--- config.mk ---
export PLATFORM = sky130hd
export DESIGN_NAME = neda_fir_param
export DESIGN_NICKNAME = d
export VERILOG_FILES = /design/src/rtl/neda_pkg.sv /design/src/rtl/neda_column_sum.sv /design/src/rtl/neda_fir_param.sv
export SDC_FILE = /design/constraint.sdc
export NUM_CORES = 1
export LEC_CHECK = 0
export CAP_MARGIN = 20
export CORE_UTILIZATION = 35
export DETAILED_ROUTE_END_ITERATION = 10
export PLACE_DENSITY = 0.56
export SETUP_SLACK_MARGIN = 0.5
export SYNTH_ARGS = -nofsm -noshare
export SYNTH_HDL_FRONTEND = slang
export SYNTH_SLANG_ARGS = --single-unit
--- constraint.sdc ---
create_clock -name clk -period 10.3 [get_ports clk]
set_clock_uncertainty 0.15 [all_clocks]
set_input_delay 2.06 -clock clk [delete_from_list [all_inputs] [get_ports clk]]
set_output_delay 2.06 -clock clk [all_outputs]
set_load 0.02 [all_outputs]
--- src/rtl/neda_pkg.sv ---
// Shared definitions for the NEDA bit-serial FIR: state encodings, width
// helpers and saturation limit macros.
`ifndef NEDA_PKG_SV
`define NEDA_PKG_SV

// Largest / smallest DW-bit signed value, expressed at AW bits (AW > DW).
`define NEDA_SAT_MAX(AW, DW) {{((AW)-(DW)+1){1'b0}}, {((DW)-1){1'b1}}}
`define NEDA_SAT_MIN(AW, DW) {{((AW)-(DW)+1){1'b1}}, {((DW)-1){1'b0}}}

package neda_pkg;

  localparam logic [1:0] ST_IDLE    = 2'd0;
  localparam logic [1:0] ST_COMPUTE = 2'd1;
  localparam logic [1:0] ST_DONE    = 2'd2;

  function automatic int unsigned clog2(input int unsigned v);
    int unsigned r;
    int unsigned p;
    r = 0;
    p = 1;
    while (p < v) begin
      p = p << 1;
      r++;
    end
    return r;
  endfunction

  function automatic int unsigned acc_width(input int unsigned din_w,
                                            input int unsigned coef_w,
                                            input int unsigned taps);
    return din_w + coef_w + clog2(taps);
  endfunction

endpackage

`endif

--- src/rtl/neda_column_sum.sv ---
// Combinational column sum: adds the delay-line samples selected by one
// coefficient bit column through a balanced binary adder tree.
module neda_column_sum
  import neda_pkg::*;
#(
  parameter int unsigned TAPS  = 8,
  parameter int unsigned DIN_W = 8,
  parameter int unsigned ACC_W = 19
) (
  input  logic [TAPS*DIN_W-1:0]    i_x,
  input  logic [TAPS-1:0]          i_mask,
  output logic signed [ACC_W-1:0]  o_sum
);

  localparam int unsigned N = 1 << clog2(TAPS);

  // Heap layout: leaves at N..2N-1, node i = node 2i + node 2i+1, root at 1.
  logic signed [ACC_W-1:0] w_node [1:2*N-1];

  always_comb begin
    for (int unsigned i = 1; i < 2*N; i++) w_node[i] = '0;
    for (int unsigned k = 0; k < TAPS; k++) begin
      if (i_mask[k]) w_node[N+k] = ACC_W'($signed(i_x[k*DIN_W +: DIN_W]));
    end
    for (int unsigned i = N-1; i >= 1; i--) begin
      w_node[i] = w_node[2*i] + w_node[2*i+1];
    end
  end

  assign o_sum = w_node[1];

endmodule

--- src/rtl/neda_fir_param.sv ---
// Parametrised NEDA FIR: one coefficient bit column per cycle is summed and
// shift-accumulated, then saturated to DOUT_W behind valid/ready handshakes.
module neda_fir_param
  import neda_pkg::*;
#(
  parameter int unsigned TAPS   = 8,
  parameter int unsigned DIN_W  = 8,
  parameter int unsigned COEF_W = 8,
  parameter int unsigned DOUT_W = 16,
  parameter logic [TAPS*COEF_W-1:0] COEFS =
    {8'sd1, 8'sd2, 8'sd3, 8'sd4, 8'sd4, 8'sd3, 8'sd2, 8'sd1}
) (
  input  logic                     clk,
  input  logic                     rst,
  input  logic signed [DIN_W-1:0]  din,
  input  logic                     in_valid,
  output logic                     in_ready,
  output logic signed [DOUT_W-1:0] dout,
  output logic                     out_valid,
  input  logic                     out_ready
);

  localparam int unsigned ACC_W = acc_width(DIN_W, COEF_W, TAPS);
  localparam int unsigned CNT_W = clog2(COEF_W);

  logic [1:0]                r_state;
  logic signed [DIN_W-1:0]   r_x [TAPS];
  logic signed [ACC_W-1:0]   r_acc;
  logic [CNT_W-1:0]          r_j;
  logic signed [DOUT_W-1:0]  r_dout;
  logic                      r_out_valid;

  logic [TAPS*DIN_W-1:0]     w_x_flat;
  logic [TAPS-1:0]           w_mask;
  logic signed [ACC_W-1:0]   w_col;
  logic signed [ACC_W-1:0]   w_term;
  logic signed [DOUT_W-1:0]  w_sat;
  logic                      w_last;

  always_comb begin
    w_x_flat = '0;
    w_mask   = '0;
    for (int unsigned k = 0; k < TAPS; k++) begin
      w_x_flat[k*DIN_W +: DIN_W] = r_x[k];
      w_mask[k] = COEFS[k*COEF_W + int'(r_j)];
    end
  end

  neda_column_sum #(
    .TAPS  (TAPS),
    .DIN_W (DIN_W),
    .ACC_W (ACC_W)
  ) u_column_sum (
    .i_x    (w_x_flat),
    .i_mask (w_mask),
    .o_sum  (w_col)
  );

  assign w_term = w_col <<< r_j;
  assign w_last = (r_j == CNT_W'(COEF_W - 1));

  generate
    if (ACC_W > DOUT_W) begin : g_clamp
      localparam logic signed [ACC_W-1:0] SAT_MAX = `NEDA_SAT_MAX(ACC_W, DOUT_W);
      localparam logic signed [ACC_W-1:0] SAT_MIN = `NEDA_SAT_MIN(ACC_W, DOUT_W);
      always_comb begin
        if (r_acc > SAT_MAX)      w_sat = SAT_MAX[DOUT_W-1:0];
        else if (r_acc < SAT_MIN) w_sat = SAT_MIN[DOUT_W-1:0];
        else                      w_sat = r_acc[DOUT_W-1:0];
      end
    end else begin : g_extend
      assign w_sat = DOUT_W'(r_acc);
    end
  endgenerate

  // DONE spends its first cycle registering the saturated result, which gives
  // the fixed COEF_W+1 latency from input handshake to out_valid.
  always_ff @(posedge clk) begin
    if (rst) begin
      r_state     <= ST_IDLE;
      for (int unsigned k = 0; k < TAPS; k++) r_x[k] <= '0;
      r_acc       <= '0;
      r_j         <= '0;
      r_dout      <= '0;
      r_out_valid <= 1'b0;
    end else begin
      case (r_state)
        ST_IDLE: begin
          if (in_valid) begin
            for (int unsigned k = TAPS-1; k >= 1; k--) r_x[k] <= r_x[k-1];
            r_x[0]  <= din;
            r_acc   <= '0;
            r_j     <= '0;
            r_state <= ST_COMPUTE;
          end
        end
        ST_COMPUTE: begin
          r_acc <= w_last ? (r_acc - w_term) : (r_acc + w_term);
          if (w_last) begin
            r_j     <= '0;
            r_state <= ST_DONE;
          end else begin
            r_j <= r_j + 1'b1;
          end
        end
        ST_DONE: begin
          if (!r_out_valid) begin
            r_dout      <= w_sat;
            r_out_valid <= 1'b1;
          end else if (out_ready) begin
            r_out_valid <= 1'b0;
            r_state     <= ST_IDLE;
          end
        end
        default: r_state <= ST_IDLE;
      endcase
    end
  end

  assign in_ready  = (r_state == ST_IDLE);
  assign dout      = r_dout;
  assign out_valid = r_out_valid;

endmodule

==> results.py <==
# Flow results
metrics = {
    "status": {
        "outcome": "complete, no violations",
    },
    "synth": {
        "fa_ha_area_frac": 0.183,
        "ys_warns": 0,
        "most_used_standard_cell_by_instance_count_after_synthesis": "sky130_fd_sc_hd__and2_1",
        "post_synth_main_area_contributors": "sky130_fd_sc_hd__edfxtp_1, sky130_fd_sc_hd__fa_1, sky130_fd_sc_hd__dfxtp_1",
    },
    "placement": {
        "post-dp-hpwl_mm": 12.9,
        "post-place-cells": 1201,
    },
    "cts": {
        "cts_max_level": 3,
        "clock_sinks": 106,
        "post_cts_buffers": 0,
        "number_of_buffers_inserted_during_clock_tree_synthesis": 9,
        "clk_path_buf_depth": 2,
        "clock_transition_at_path_regs_ns": 0.07,
    },
    "worst_setup_path": {
        "path_depth": 33,
        "critical-path-slowest-cell": "sky130_fd_sc_hd__fa_1",
        "cp.buffers_inverters": 5,
        "cpPeakStageDelay_ns": 0.54,
    },
    "power": {
        "p_clk_uw": 332,
        "power-top-group": "combinational cells",
        "switchingPower_mw": 1.08,
    },
    "final_timing": {
        "post-route-min-period_ns": 8.88,
        "worst-slew-pin-transition_ns": 0.957,
    },
    "global_route": {
        "number_of_antenna_violations_at_the_first_check_in_global_routing": 0,
    },
    "detailed_routing": {
        "via_per_inst": 4.95,
        "wire_per_inst_um": 14.4,
    },
    "layout": {
        "lay_top_count": "sky130_fd_sc_hd__and2_1",
        "regMostFlops": "r_x",
        "final-nonclk-buf-share": 0.0434,
        "layout.sequential_cells": 106,
        "clock_area_frac": 0.0305,
        "comb_total_area": 0.553,
    },
    "floorplanning": {
        "die_area_um2": 24400,
        "initial_utilization": 0.356,
    },
}
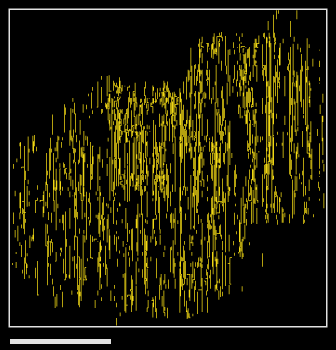
met2.png
Scale bar: 50 µm.
The wires run mostly vertical. The longest straight run is 67.3 µm. The layer holds 47% of the routed length. 795 nets have wire on it. The layer carries 8160 µm of wire.

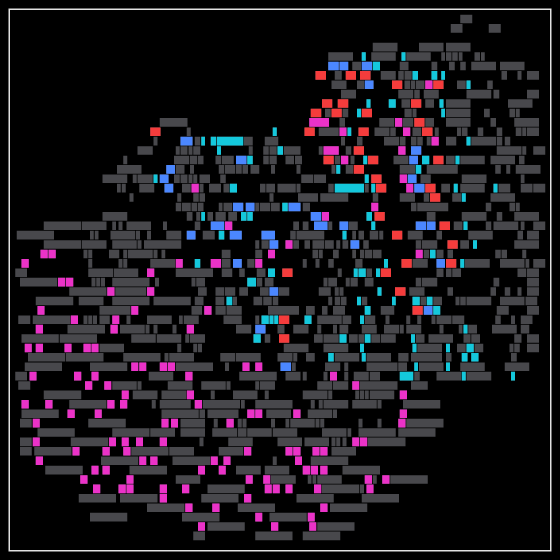
gate_families.png
Key: XOR/XNOR gates = red [cells 37, most used xnor2_1]; NOR gates = cyan [cells 84, most used nor2_1]; AND-OR and OR-AND gates = blue [cells 33, most used a21o_1]; AND and OR gates = magenta [cells 129, most used and2_1]

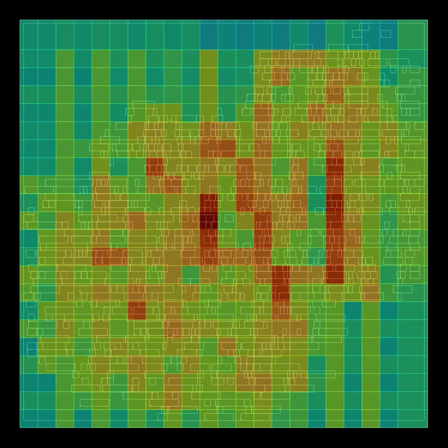
final_congestion.png
busiest layer in global routing: met2
met3 GRT Util: 0.0219
All-Layer GR Usage: 0.153

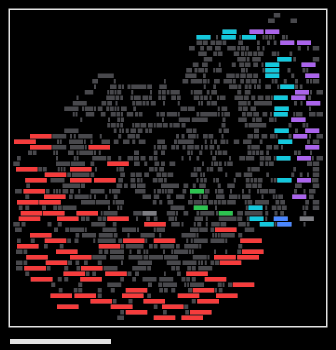
registers.png
Scale bar: 50 µm. Other sequential cells in the stronger grey, the rest of the logic in the fainter grey.
Key: r_j = green [placed flops 3]; dout = purple [placed flops 16]; r_acc = cyan [placed flops 19]; r_state = blue [placed flops 2]; r_x = red [placed flops 64]

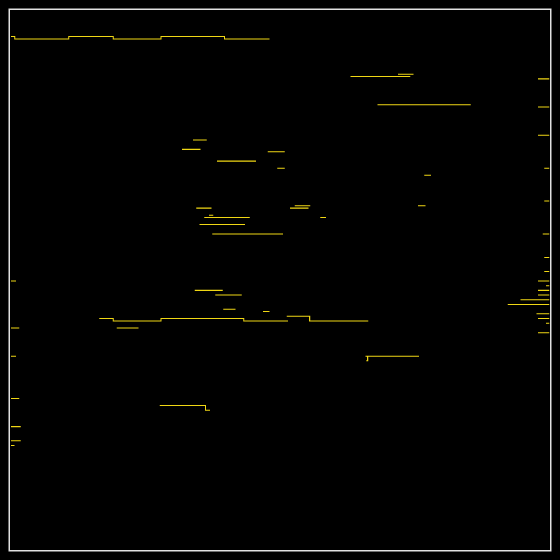
met3.png
The longest straight run is 26.7 µm. The layer carries 423 µm of wire. 45 nets have wire on it. The layer holds 2.4% of the routed length. The wires run mostly horizontal.

Power is estimated from default activity; no workload was simulated.
